## src/rtl/result_viewer.sv

```systemverilog
// Steps through the convolution results BRAM once compute is done and shows each Q7.8 word on the LEDs.
// Two debounced buttons move forward/back with wrap; the BRAM read latency is absorbed by a small FSM.
module result_viewer #(
  parameter int ADDR_W          = 15,
  parameter int DATA_W          = 16,
  parameter int NUM_RESULTS     = 36,
  parameter int RD_LATENCY      = 2,
  parameter int DEBOUNCE_CYCLES = 100000
) (
  input  logic              clk,
  input  logic              rst,
  input  logic              results_done,
  input  logic              btn_next,
  input  logic              btn_prev,
  output logic [ADDR_W-1:0] rd_addr,
  input  logic [DATA_W-1:0] rd_data,
  output logic [DATA_W-1:0] LED,
  output logic [ADDR_W-1:0] cur_idx,
  output logic              busy
);

  localparam int                CNT_W    = $clog2(DEBOUNCE_CYCLES + 1);
  localparam logic [CNT_W-1:0]  DB_LAST  = CNT_W'(DEBOUNCE_CYCLES - 1);
  localparam logic [ADDR_W-1:0] IDX_LAST = ADDR_W'(NUM_RESULTS - 1);
  localparam logic [2:0]        LAT_LAST = 3'(RD_LATENCY - 1);
  localparam logic [DATA_W-1:0] LED_IDLE = DATA_W'(1);

  typedef enum logic [1:0] {S_WAIT, S_FETCH, S_LAT, S_SHOW} state_t;

  function automatic logic [ADDR_W-1:0] idx_inc(input logic [ADDR_W-1:0] i);
    idx_inc = (i == IDX_LAST) ? '0 : i + 1'b1;
  endfunction

  function automatic logic [ADDR_W-1:0] idx_dec(input logic [ADDR_W-1:0] i);
    idx_dec = (i == '0) ? IDX_LAST : i - 1'b1;
  endfunction

  // bit 0 = next, bit 1 = prev
  logic [1:0]            raw;
  logic [1:0]            sync_p0;
  logic [1:0]            sync_p1;
  logic [1:0]            deb;
  logic [1:0]            press;
  logic [1:0][CNT_W-1:0] db_cnt;

  assign raw = {btn_prev, btn_next};

  // Synchronizer stages then debounce: the level must differ from the accepted one for DEBOUNCE_CYCLES in a row
  always_ff @(posedge clk or negedge rst) begin
    if (!rst) begin
      sync_p0 <= '0;
      sync_p1 <= '0;
      deb     <= '0;
      press   <= '0;
      db_cnt  <= '0;
    end else begin
      sync_p0 <= raw;
      sync_p1 <= sync_p0;
      for (int b = 0; b < 2; b++) begin
        press[b] <= 1'b0;
        if (sync_p1[b] != deb[b]) begin
          if (db_cnt[b] == DB_LAST) begin
            deb[b]    <= sync_p1[b];
            press[b]  <= sync_p1[b];
            db_cnt[b] <= '0;
          end else begin
            db_cnt[b] <= db_cnt[b] + 1'b1;
          end
        end else begin
          db_cnt[b] <= '0;
        end
      end
    end
  end

  logic next_go;
  logic prev_go;

  assign next_go = press[0] & ~press[1];
  assign prev_go = press[1] & ~press[0];

  state_t            state;
  logic [ADDR_W-1:0] idx;
  logic [2:0]        lat_cnt;

  // Fetch sequencer; results_done restarts from entry 0 in any state and pre-empts a pending capture
  always_ff @(posedge clk or negedge rst) begin
    if (!rst) begin
      state   <= S_WAIT;
      idx     <= '0;
      lat_cnt <= '0;
      rd_addr <= '0;
      LED     <= '0;
      cur_idx <= '0;
      busy    <= 1'b0;
    end else if (results_done) begin
      if (state == S_WAIT) begin
        LED     <= LED_IDLE;
        cur_idx <= '0;
      end
      idx   <= '0;
      busy  <= 1'b1;
      state <= S_FETCH;
    end else begin
      case (state)
        S_WAIT: begin
          LED     <= LED_IDLE;
          cur_idx <= '0;
        end
        S_FETCH: begin
          rd_addr <= idx;
          lat_cnt <= '0;
          state   <= S_LAT;
        end
        S_LAT: begin
          if (lat_cnt == LAT_LAST) begin
            LED     <= rd_data;
            cur_idx <= idx;
            busy    <= 1'b0;
            state   <= S_SHOW;
          end else begin
            lat_cnt <= lat_cnt + 1'b1;
          end
        end
        S_SHOW: begin
          if (next_go) begin
            idx   <= idx_inc(idx);
            busy  <= 1'b1;
            state <= S_FETCH;
          end else if (prev_go) begin
            idx   <= idx_dec(idx);
            busy  <= 1'b1;
            state <= S_FETCH;
          end
        end
        default: state <= S_WAIT;
      endcase
    end
  end

endmodule

```

## config.mk

```make
export PLATFORM = sky130hd
export DESIGN_NAME = result_viewer
export DESIGN_NICKNAME = d
export VERILOG_FILES = /design/src/rtl/result_viewer.sv
export SDC_FILE = /design/constraint.sdc
export NUM_CORES = 1
export LEC_CHECK = 0
export CAP_MARGIN = 20
export CORE_MARGIN = 3
export CORE_UTILIZATION = 55
export DETAILED_ROUTE_END_ITERATION = 8
export PLACE_DENSITY = 0.79
export SLEW_MARGIN = 5
export SYNTH_ARGS = -nofsm -noshare
export SYNTH_HDL_FRONTEND = slang
export SYNTH_SLANG_ARGS = --single-unit
```

## constraint.sdc

```tcl
create_clock -name clk -period 4.4 [get_ports clk]
set_clock_uncertainty 0.2 [all_clocks]
set_input_delay 1.32 -clock clk [delete_from_list [all_inputs] [get_ports clk]]
set_output_delay 1.32 -clock clk [all_outputs]
set_load 0.005 [all_outputs]
```

==> impl_metrics.toml <==
# flow metrics
[worst_hold_path]
hold_path_depth = 0
hold_end = "sync_p1[0]"
hold_class = "reg2reg"

[yosys]
top_cell = "dfrtp_1"
synthTopCellsByCount = "dfrtp_1, nor2_1, nand2_1"
syn-num-nets = 551
synth.distinct_cells = 62
post-synth-top-area-cell = "dfrtp_1"
yosysTopAreaCellShare_pct = 51.0
ys_chip_area_mm2 = 0.00535

[worst_setup_path]
worst_path_largest_cell_delay_ps = 660
cp_top_family = "simple AND/OR/NAND/NOR gates"
cp_max_fo = 17
critPathLaunchType = "input port"
end_kind = "register"
cp_slowest_cell = "clkdlybuf4s50_1"

[clock_network]
tritoncts = "yes"
cts.sinks = 109
clk_pin_slew_worst_paths_ps = 80
insertion_delay_ps = 380

[global_routing]
grt_max_degree = 93
grt_usage_pct = 22.8
antenna_found_initial = 0
overflow = 0

[die]
core_area_mm2 = 0.00933
die_area_mm2 = 0.0109
pin_count = 68
die_h_um = 105

[placement]
place_congestion = 0.992
dp_slack_ps = 695
hpwlAfterDp_um = 8420

[drt]
postRouteWirelength_um = 12000
first_pass_iters = 5
drtIter0Drc = 268
antenna_left = 0
drt-vias-per-instance = 5.92
routed-via-count = 4196

[layout]
drive_gt1_share_pct = 7.59
num-fill-cells = 757
nNetsFinal = 607

[power]
peakVddDrop_mv = 0.252

[status]
status = "complete, no violations"

[timing]
drv_slew = 0
worst_slew_pin_slew_ps = 758
hold_violations = 0
finalSetupViolations = 0
period_needed_ps = 3240
tns_ps = 0

[job]
max-cap-violations = 0
==> how the worst max path moves through the flow <==
stage                      start          to  slack, ps
floorplan           results_done     idx[12]       1810
global placement    results_done  cur_idx[1]        760
detailed placement  results_done  cur_idx[2]        700
CTS                 results_done  cur_idx[3]       1070
global route        results_done      idx[9]       1010
finish              results_done      idx[9]       1160
==> worst register-to-register path, stage by stage, from the launching register on <==
cell and delay [ps]:
dfrtp_1 650, nor4_1 650, nand4_1 420, nand2_1 300, o31ai_1 140, a211o_1 320
==> stage by stage <==
step	util [%]	hold WS, ps	instances	cell area [um^2]	power [mW]
2_1_floorplan	-	131	519	5350	1.29
3_3_place_gp	65.4	133	691	6100	1.42
3_5_place_dp	65.4	139	691	6100	1.44
4_1_cts	67.3	160	707	6280	2.02
5_1_grt	67.7	166	709	6320	2.10
6_report	67.7	156	709	6320	2.00
==> per-layer routing <==
| layer | track usage, % | share of wire [%] | vias up |
|---|---|---|---|
| met5 | 0 | 0 | - |
| met4 | 8.62 | 1.8 | 0 |
| met3 | 5.13 | 6.1 | 22 |
| met2 | 37.1 | 49 | 153 |
| met1 | 29.9 | 43 | 2036 |
| li1 | - | - | 1985 |
==> sequential cells by signal, summed over array words and instances (netlist names) <==
register	cells
LED	16
busy	1
cur_idx	15
db_cnt	34
deb	2
idx	15
lat_cnt	3
press	2
rd_addr	15
state	2
sync_p0	2
sync_p1	2
==> kinds of logic after synthesis <==
logic type | after synthesis | share of synthesized area, %
xor gates and xnor gates | 38 | 6.22
AOI/OAI and AO/OA | 95 | 13.3
muxes | 16 | 3.32
and+or+nand+nor | 207 | 20.3
adders and majority gates | 11 | 2.57
DFF | 109 | 51.0
buffers and inverters | 43 | 3.34
==> where the power goes <==
part	internal, mW	total, mW	switching, mW
Sequential	1.04	1.08	0.0396
Combinational	0.145	0.339	0.194
Clock	0.263	0.577	0.314
==> layout make-up <==
class                           instances  share of cell area, %
Clock buffer                           12                   2.14
Inverter                               14                  0.832
Clock inverter                          4                  0.773
Timing Repair Buffer                   74                   11.7
Sequential cell                       109                   43.2
Multi-Input combinational cell        367                   38.8
Tap cell                              129                   2.56
==> cell usage in the layout (no fill, tap or decap), types with 3 or more instances in the layout <==
master	n
a21oi_1	14
a22o_1	32
a31oi_1	5
and2_1	3
and3_1	10
and4_1	4
buf_4	6
clkbuf_1	3
clkbuf_8	9
clkdlybuf4s50_1	66
dfrtp_1	109
ha_1	11
inv_1	14
mux2_2	14
nand2_1	35
nand2b_1	7
nand3_1	26
nand3b_1	3
nand4_1	15
nor2_1	54
nor2b_1	3
nor3_1	17
nor3b_1	3
nor4_1	8
nor4b_1	5
o21ai_0	9
o221ai_1	4
o22ai_1	3
o31ai_1	3
xnor2_1	18
xor2_1	20
**Clock network drawn from the DEF**

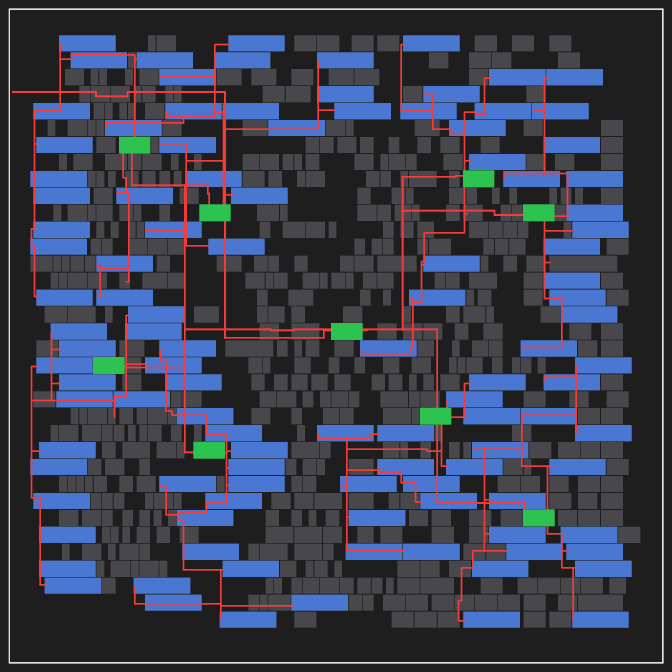
[blue] flip-flops | count: 109
[red] clock wires | length: 1150 um
[green] clock-net drivers | count: 9
routed clock nets: 10

**Clock wiring as the flow saved it**

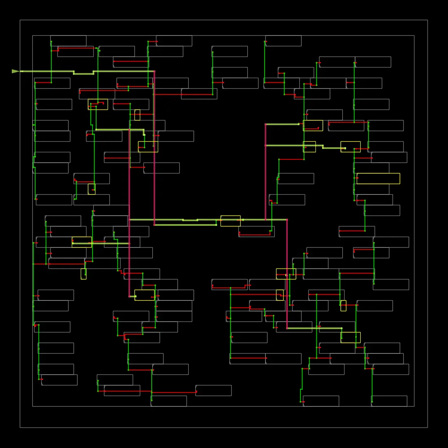
FF+latch count: 109
TritonCTS Buffers: 9

**I/O pins on the die edge**

Pins as bars across the die edge, other pins in grey.
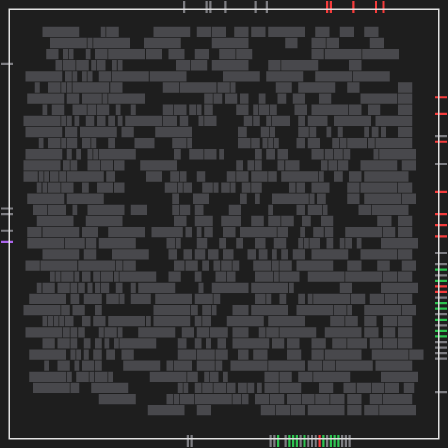
[green] `rd_data` | pins: 16 | direction: input | edge: 9 south, 7 east
[red] `cur_idx` | pins: 15 | direction: output | edge: 9 east, 5 north, 1 south
[purple] `btn_prev` | pins: 1 | direction: input | edge: west

No activity file was given, so power comes from the tool's default toggle rates.
